<file path="config.mk">
export PLATFORM = sky130hd
export DESIGN_NAME = dmem_arbiter
export DESIGN_NICKNAME = d
export VERILOG_FILES = /design/src/rtl/dmem_arb_pkg.sv /design/src/rtl/dmem_arb_starve_ctr.sv /design/src/rtl/dmem_arbiter.sv
export SDC_FILE = /design/constraint.sdc
export NUM_CORES = 1
export LEC_CHECK = 0
export CAP_MARGIN = 25
export CELL_PAD_IN_SITES_DETAIL_PLACEMENT = 1
export CELL_PAD_IN_SITES_GLOBAL_PLACEMENT = 2
export CORE_ASPECT_RATIO = 1.1
export CORE_UTILIZATION = 19
export DETAILED_ROUTE_END_ITERATION = 8
export PLACE_DENSITY_LB_ADDON = 0.25
export RECOVER_POWER = 25
export SLEW_MARGIN = 25
export SYNTH_ARGS = -nofsm -noshare
export SYNTH_HDL_FRONTEND = slang
export SYNTH_SLANG_ARGS = --single-unit
</file>
<file path="constraint.sdc">
create_clock -name clk -period 5.3 [get_ports clk]
set_clock_uncertainty 0.15 [all_clocks]
set_input_delay 0.795 -clock clk [delete_from_list [all_inputs] [get_ports clk]]
set_output_delay 0.795 -clock clk [all_outputs]
set_load 0.02 [all_outputs]
</file>
<file path="src/rtl/dmem_arb_pkg.sv">
// Shared constants and types for the data-memory arbiter.
// Port identifiers, arbitration mode codes and the default bus widths.
package dmem_arb_pkg;

  localparam int ARB_FIXED = 0;
  localparam int ARB_RR    = 1;

  localparam int DEF_ADDR_W = 16;
  localparam int DEF_DATA_W = 16;

  typedef enum logic {
    PORT_CPU = 1'b0,
    PORT_LDR = 1'b1
  } port_e;

endpackage

</file>
<file path="src/rtl/dmem_arb_starve_ctr.sv">
// Saturating count of the consecutive cycles the loader port has been waiting.
// force_gnt is raised once the wait reaches STARVE_MAX.
module dmem_arb_starve_ctr #(
  parameter int STARVE_MAX = 4,
  parameter bit ENABLE     = 1'b1
) (
  input  logic clk,
  input  logic rst_n,
  input  logic req,
  input  logic gnt,
  output logic force_gnt
);

  localparam int CNT_W = (STARVE_MAX < 1) ? 1 : $clog2(STARVE_MAX + 1);
  localparam logic [CNT_W-1:0] MAX_C = CNT_W'(STARVE_MAX);

  logic [CNT_W-1:0] cnt;

  function automatic logic [CNT_W-1:0] sat_inc(input logic [CNT_W-1:0] v);
    return (v >= MAX_C) ? v : v + 1'b1;
  endfunction

  // A grant or a withdrawn request ends the wait; disabled guard stays at zero
  always_ff @(posedge clk or negedge rst_n) begin
    if (!rst_n) begin
      cnt <= '0;
    end else if (!ENABLE || !req || gnt) begin
      cnt <= '0;
    end else begin
      cnt <= sat_inc(cnt);
    end
  end

  assign force_gnt = ENABLE && (cnt == MAX_C);

endmodule

</file>
<file path="src/rtl/dmem_arbiter.sv">
// Shares one data memory between the MEM stage (port 0) and the loader (port 1).
// Grants are combinational; read data is captured on the transaction edge.
module dmem_arbiter
  import dmem_arb_pkg::*;
#(
  parameter int ADDR_W     = DEF_ADDR_W,
  parameter int DATA_W     = DEF_DATA_W,
  parameter int ARB_MODE   = ARB_FIXED,
  parameter int STARVE_MAX = 4
) (
  input  logic              clk,
  input  logic              rst_n,
  input  logic              p0_req,
  input  logic              p0_we,
  input  logic [ADDR_W-1:0] p0_addr,
  input  logic [DATA_W-1:0] p0_wdata,
  output logic              p0_gnt,
  output logic              p0_rvalid,
  output logic [DATA_W-1:0] p0_rdata,
  input  logic              p1_req,
  input  logic              p1_we,
  input  logic [ADDR_W-1:0] p1_addr,
  input  logic [DATA_W-1:0] p1_wdata,
  output logic              p1_gnt,
  output logic              p1_rvalid,
  output logic [DATA_W-1:0] p1_rdata,
  output logic              mem_read,
  output logic              mem_write,
  output logic [ADDR_W-1:0] mem_address,
  output logic [DATA_W-1:0] mem_write_data,
  input  logic [DATA_W-1:0] mem_read_data
);

  localparam bit STARVE_EN = (ARB_MODE == ARB_FIXED) && (STARVE_MAX != 0);

  port_e last_gnt;
  logic  force_ldr;

  dmem_arb_starve_ctr #(
    .STARVE_MAX (STARVE_MAX),
    .ENABLE     (STARVE_EN)
  ) u_starve (
    .clk       (clk),
    .rst_n     (rst_n),
    .req       (p1_req),
    .gnt       (p1_gnt),
    .force_gnt (force_ldr)
  );

  // Grant decision; reset masks both grants so nothing reaches memory
  always_comb begin
    p0_gnt = 1'b0;
    p1_gnt = 1'b0;
    if (rst_n) begin
      if (p0_req && p1_req) begin
        if (ARB_MODE == ARB_RR) begin
          if (last_gnt == PORT_CPU) p1_gnt = 1'b1;
          else                      p0_gnt = 1'b1;
        end else if (force_ldr) begin
          p1_gnt = 1'b1;
        end else begin
          p0_gnt = 1'b1;
        end
      end else begin
        p0_gnt = p0_req;
        p1_gnt = p1_req;
      end
    end
  end

  always_comb begin
    mem_read       = 1'b0;
    mem_write      = 1'b0;
    mem_address    = '0;
    mem_write_data = '0;
    if (p0_gnt) begin
      mem_read       = !p0_we;
      mem_write      = p0_we;
      mem_address    = p0_addr;
      mem_write_data = p0_wdata;
    end else if (p1_gnt) begin
      mem_read       = !p1_we;
      mem_write      = p1_we;
      mem_address    = p1_addr;
      mem_write_data = p1_wdata;
    end
  end

  // Reset value favours the CPU port in the first contention
  always_ff @(posedge clk or negedge rst_n) begin
    if (!rst_n) begin
      last_gnt <= PORT_LDR;
    end else if (p0_gnt) begin
      last_gnt <= PORT_CPU;
    end else if (p1_gnt) begin
      last_gnt <= PORT_LDR;
    end
  end

  // Read-capture stage: data lands on the edge that ends the granted read
  always_ff @(posedge clk or negedge rst_n) begin
    if (!rst_n) begin
      p0_rvalid <= 1'b0;
      p1_rvalid <= 1'b0;
      p0_rdata  <= '0;
      p1_rdata  <= '0;
    end else begin
      p0_rvalid <= p0_gnt && !p0_we;
      p1_rvalid <= p1_gnt && !p1_we;
      if (p0_gnt && !p0_we) p0_rdata <= mem_read_data;
      if (p1_gnt && !p1_we) p1_rdata <= mem_read_data;
    end
  end

endmodule

</file>
==> summary.rpt, run 1 <==
=====================================================================
Internal power                                              0.7200 mW
Switching power share of the total                             29.94%
Number of port buffers                                            155
CP max FO                                                          29
Worst reg2reg path startpoint                            u_starve.cnt[0]
Final Max Slew Viols                                               38
Final instance count without filler cells                         402
Initial Utilization                                            19.85%
Largest net degree at the start of global routing                  38
Io pins                                                           156
Congestion Overflow GR                                              0
Last element of the critical path                           mem_write
Net count after synthesis                                         217
Layout net count                                                  375
Violated checks                                          max-capacitance violations, max-slew violations
Max-cap viol count                                                  1
Post-route core utilization                                    39.88%
Most common cell in the synthesized netlist              sky130_fd_sc_hd__dfrtp_1
Outcome                                                  finished, violations left
Post-synthesis instance area                             0.001788 mm²
Crit path DRT                                                 4.36 ns
Final Wtd Congestion                                           0.7230
Critical Path End Type                                    output port
Minimum setup slack in the final design                      1.209 ns
Final-layout fill cell count                                      984
Quantity of gates resized following cts                             0
Top logic cells by instance count in the layout          sky130_fd_sc_hd__clkdlybuf4s50_1, sky130_fd_sc_hd__dfrtp_1, sky130_fd_sc_hd__a22o_1, sky130_fd_sc_hd__mux2_2, sky130_fd_sc_hd__mux2_1
Leading post-synthesis cells by instance count           sky130_fd_sc_hd__dfrtp_1, sky130_fd_sc_hd__a22o_1, sky130_fd_sc_hd__mux2_2
Deepest level of the CTS H-tree                                     2
Max-slew headroom at the worst pin                            -30.85%
Area-dominant class                                           buffers
Mapped Avg Cell Area                                        13.86 µm²
Count of clock-net buffers in the final layout                      6
Post-DR vias/cell                                               4.343
Proportion of layout cells with a drive suffix above 1         14.24%
Maximum clock frequency                                     244.5 MHz
Number of non-clock inverters                                       2
Total number of warnings across the stage logs                     27
Post-Route Hold Slack                                       0.3444 ns
=====================================================================
[run 1: worst max-delay path: cells and delay by family]
| kind | cells | cell delay (ns) |
|---|---|---|
| compound gates | 2 | 0.56 |
| buf+inv | 3 | 1.62 |
| simple gates | 1 | 0.17 |
[run 1: power by group through the flow]
stage / logic [mW] / clock network [mW] / registers, mW
final: 0.406 / 0.254 / 0.368
after CTS: 0.412 / 0.263 / 0.369
after global routing: 0.430 / 0.275 / 0.376
after floorplan: 0.106 / 0 / 0.437
after detailed placement: 0.411 / 0 / 0.374
after global placement: 0.408 / 0 / 0.372
[run 1: how the worst min path moves through the flow]
stage	from	to	slack [ns]	cells past startpoint
5_1_grt	p1_rdata[9]	p1_rdata[9]	0.37	1
3_5_place_dp	p1_rdata[8]	p1_rdata[8]	0.33	1
2_1_floorplan	rst_n	p0_rdata[0]	0.35	0
4_1_cts	p1_rdata[8]	p1_rdata[8]	0.35	1
3_3_place_gp	p1_rdata[8]	p1_rdata[8]	0.32	1
6_report	p1_rdata[8]	p1_rdata[8]	0.34	1
[run 1: layer usage]
layer	global-route usage, %	vias to the layer above	share of wire (%)
met5	0	-	0
met4	2.381	0	0.77
met3	5.580	6	11
met2	24.28	88	52
met1	14.15	845	37
li1	-	807	-
[run 1: registers in the layout, indices dropped and copies added (netlist names)]
register,flops
p1_rdata,16
p0_rvalid,1
u_starve.cnt,3
p0_rdata,16
p1_rvalid,1
[run 1: logic make-up (layout without fill, tap and decap cells)]
group / Yosys count / in the layout / synth area share, %
compound gates: 37 / 37 / 19.59
xor+xnor: 1 / 1 / 0.4899
fa+ha+maj: 2 / 2 / 1.399
buf+inv: 11 / 170 / 3.569
flops: 37 / 37 / 51.78
mux: 33 / 33 / 20.71
simple gates: 8 / 8 / 2.449
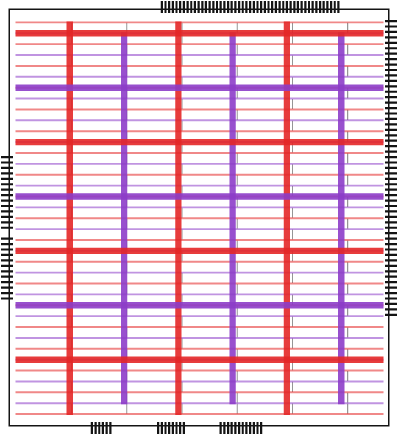
*Floorplan with the power grid, run 1*
(4 px per µm) Pins as bars on the die edge. Tap cells in gray.
purple -> VDD
red -> VSS
rows = 36
met5 straps = 7
met4 straps = 6
met1 rails = 37
maximum vdd drop: 0.1869 mV
Die Width: 94.49 µm

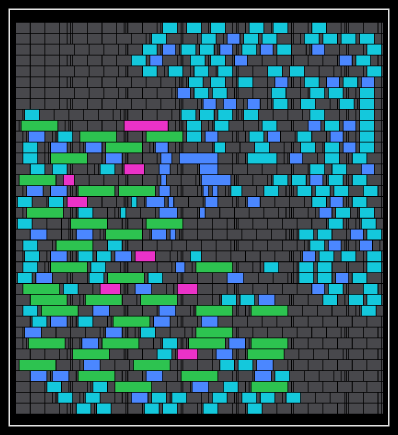
*Cell classes on the final placement, run 1*
(4 px per µm) Fill, decap, tap and diode cells in gray.
blue -> combinational and other logic  # cells 83
magenta -> clock drivers and dummy loads  # cells 8
cyan -> remaining buffers and delay cells  # cells 160
green -> sequential cells  # cells 37
final design instance area without fill: 0.003592 mm²
sequential portion of the cell area: 25.77%
CORE AREA: 0.009009 mm²

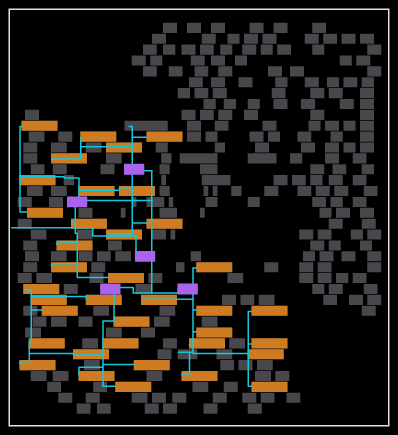
*Clock network drawn from the DEF, run 1*
(4 px per µm)
cyan -> clock wires  # length 482 µm
orange -> flip-flops  # count 37
purple -> clock drivers  # count 5
routed clock nets = 6
clock network power share: 24.7%
source-to-sink clock delay at the later pin of the worst-skew pair: 0.28 ns
Clk. pwr: 0.254 mW

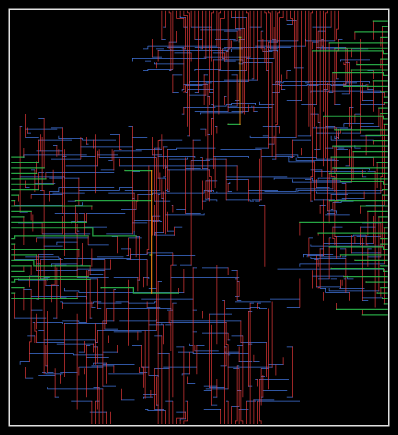
*Routed metal, one color a layer, run 1*
(4 px per µm)
orange -> metal 4  # wire length 52.4 µm
blue -> metal 1  # wire length 2470 µm
green -> metal 3  # wire length 725 µm
red -> metal 2  # wire length 3470 µm
total global-route track usage: 13.31%
overall routed net length: 6715 µm
detailed-route via count: 1746

--- run 2 (diff from run 1) ---
--- a/config.mk
+++ b/config.mk
@@ -9,7 +9,7 @@
 export CELL_PAD_IN_SITES_DETAIL_PLACEMENT = 1
 export CELL_PAD_IN_SITES_GLOBAL_PLACEMENT = 2
 export CORE_ASPECT_RATIO = 1.1
-export CORE_UTILIZATION = 19
+export CORE_UTILIZATION = 17
 export DETAILED_ROUTE_END_ITERATION = 8
 export PLACE_DENSITY_LB_ADDON = 0.25
 export RECOVER_POWER = 25
==> constraint.sdc (replaced) <==
create_clock -name clk -period 3.9 [get_ports clk]
set_clock_uncertainty 0.15 [all_clocks]
set_input_delay 0.585 -clock clk [delete_from_list [all_inputs] [get_ports clk]]
set_output_delay 0.585 -clock clk [all_outputs]
set_load 0.02 [all_outputs]
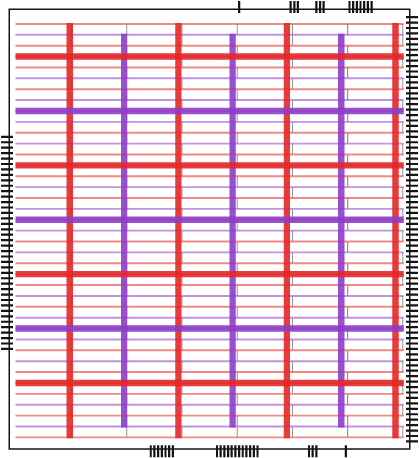
*Floorplan with the power grid, run 2*
(4 px per µm) Pins as bars on the die edge. Tap cells in gray.
red -> VSS
purple -> VDD
met4 straps = 7
signal pins = 156
tap cells = 140
CORE AREA: 0.01003 mm²
maximum vdd drop: 0.2702 mV
Die Width: 99.78 µm

==> run 2 against run 1 <==
The flow still finishes with violations (max-capacitance violations, max-slew violations). Register-to-register slack got worse by 1.4 ns. Synthesized cell count did not move. Largest cell class unchanged. Critical path type unchanged. Core utilization fell by 3.8 points. Non-clock buffer count rose by 1. Hold slack got worse by 0.0055 ns. First-iteration DRC count rose by 13%. Via count rose by 1.7%. Final cell count rose by 6.7%. Setup slack got worse by 0.68 ns. Combinational power rose by 36%. Sequential power rose by 36%. Flip-flop count did not move.
==> summary.rpt, run 2 <==
=================================================================================
Synthesized-area fraction occupied by adder cells                          1.400%
Top logic cells by instance count in the layout                      sky130_fd_sc_hd__clkdlybuf4s50_1, sky130_fd_sc_hd__dfrtp_1, sky130_fd_sc_hd__a22o_1, sky130_fd_sc_hd__mux2_2, sky130_fd_sc_hd__mux2_1
Number of non-clock inverters                                                   2
Compound-cell area share of the yosys netlist                              19.59%
Max-cap viol count                                                              1
Final Max Slew Viols                                                           38
Hold Path Cell Cnt                                                              1
Count of clock-net buffers in the final layout                                  7
Sequential portion of the cell area                                        25.61%
Largest net degree at the start of global routing                              38
Congestion Overflow GR                                                          0
Source-to-sink clock delay at the later pin of the worst-skew pair        0.28 ns
Quantity of gates resized following cts                                         0
CP max FO                                                                      34
Number of port buffers                                                        155
Proportion of layout cells with a drive suffix above 1                     14.19%
Critical Path End Type                                                output port
Max-slew headroom at the worst pin                                        -36.80%
Final design instance area without fill                              0.003616 mm²
Minimum setup slack in the final design                                 0.5269 ns
Worst Hold Launch                                                     p1_rdata[7]
Worst reg2reg path startpoint                                        u_starve.cnt[0]
Layout net count                                                              376
Share of the synthesized netlist area taken by xor and xnor gates         0.4899%
MUX share of area                                                          20.71%
Outcome                                                              finished, violations left
Global routing usage on met2                                               21.67%
Total number of warnings across the stage logs                                 27
Post-synthesis instance area                                         0.001788 mm²
Routing usage on met1                                                      14.91%
Violated checks                                                      max-capacitance violations, max-slew violations
Final-layout fill cell count                                                 1110
Net count after synthesis                                                     217
Leading post-synthesis cells by instance count                       sky130_fd_sc_hd__dfrtp_1, sky130_fd_sc_hd__a22o_1, sky130_fd_sc_hd__mux2_2
=================================================================================
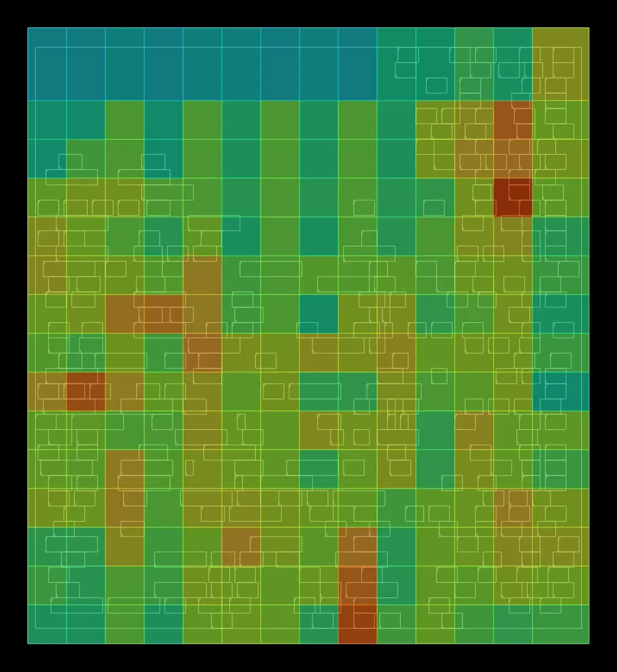
*Track usage over the die, run 2*
met3 track utilization from global routing: 8.582%
global route hottest layer: met2
final routed wire length divided by cell count: 16.79 µm
total global-route track usage: 13.39%

[run 2: cell count changes in the layout (fill, tap and decap cells not counted)]
cell	delta
sky130_fd_sc_hd__buf_4	+2
sky130_fd_sc_hd__buf_12	-1
sky130_fd_sc_hd__clkbuf_1	+1
sky130_fd_sc_hd__clkinvlp_4	-1
[run 2: kinds of logic after synthesis]
family / count (synthesis)
compound gates: 37
simple gates: 8
mux: 33
flops: 37
buf+inv: 11
xor+xnor: 1
fa+ha+maj: 2
[run 2: worst max-delay path, delay by kind of cell]
kind / cells / cell delay, ns
compound gates: 2 / 0.38
simple gates: 1 / 0.14
buf+inv: 3 / 1.52
[run 2: worst max-delay path by stage]
stage,from,end,slack [ns],depth (start not counted)
floorplan,u_starve.cnt[0],mem_address[0],1.31,6
global placement,p0_req,mem_address[7],0.50,6
detailed placement,p0_req,mem_write_data[2],0.49,6
CTS,p0_req,mem_write_data[2],0.48,6
global route,p1_req,mem_address[3],0.40,6
finish,p0_req,mem_write_data[2],0.53,6
[run 2: metrics by stage]
stage | utilization [%] | std cells
2_1_floorplan | - | 129
3_3_place_gp | 34.93 | 421
3_5_place_dp | 34.93 | 421
4_1_cts | 36.09 | 429
5_1_grt | 36.04 | 429
6_report | 36.04 | 429
[run 2: layer usage]
metal | part of all wire [%] | vias up
met5 | 0 | -
met4 | 0.71 | 0
met3 | 16 | 6
met2 | 43 | 126
met1 | 40 | 835
li1 | - | 809
[run 2: power breakdown]
part / internal (mW) / switching [mW]
Sequential: 0.460 / 0.0413
Clock: 0.209 / 0.136
Combinational: 0.310 / 0.243
Power and IR drop assume default switching activity.
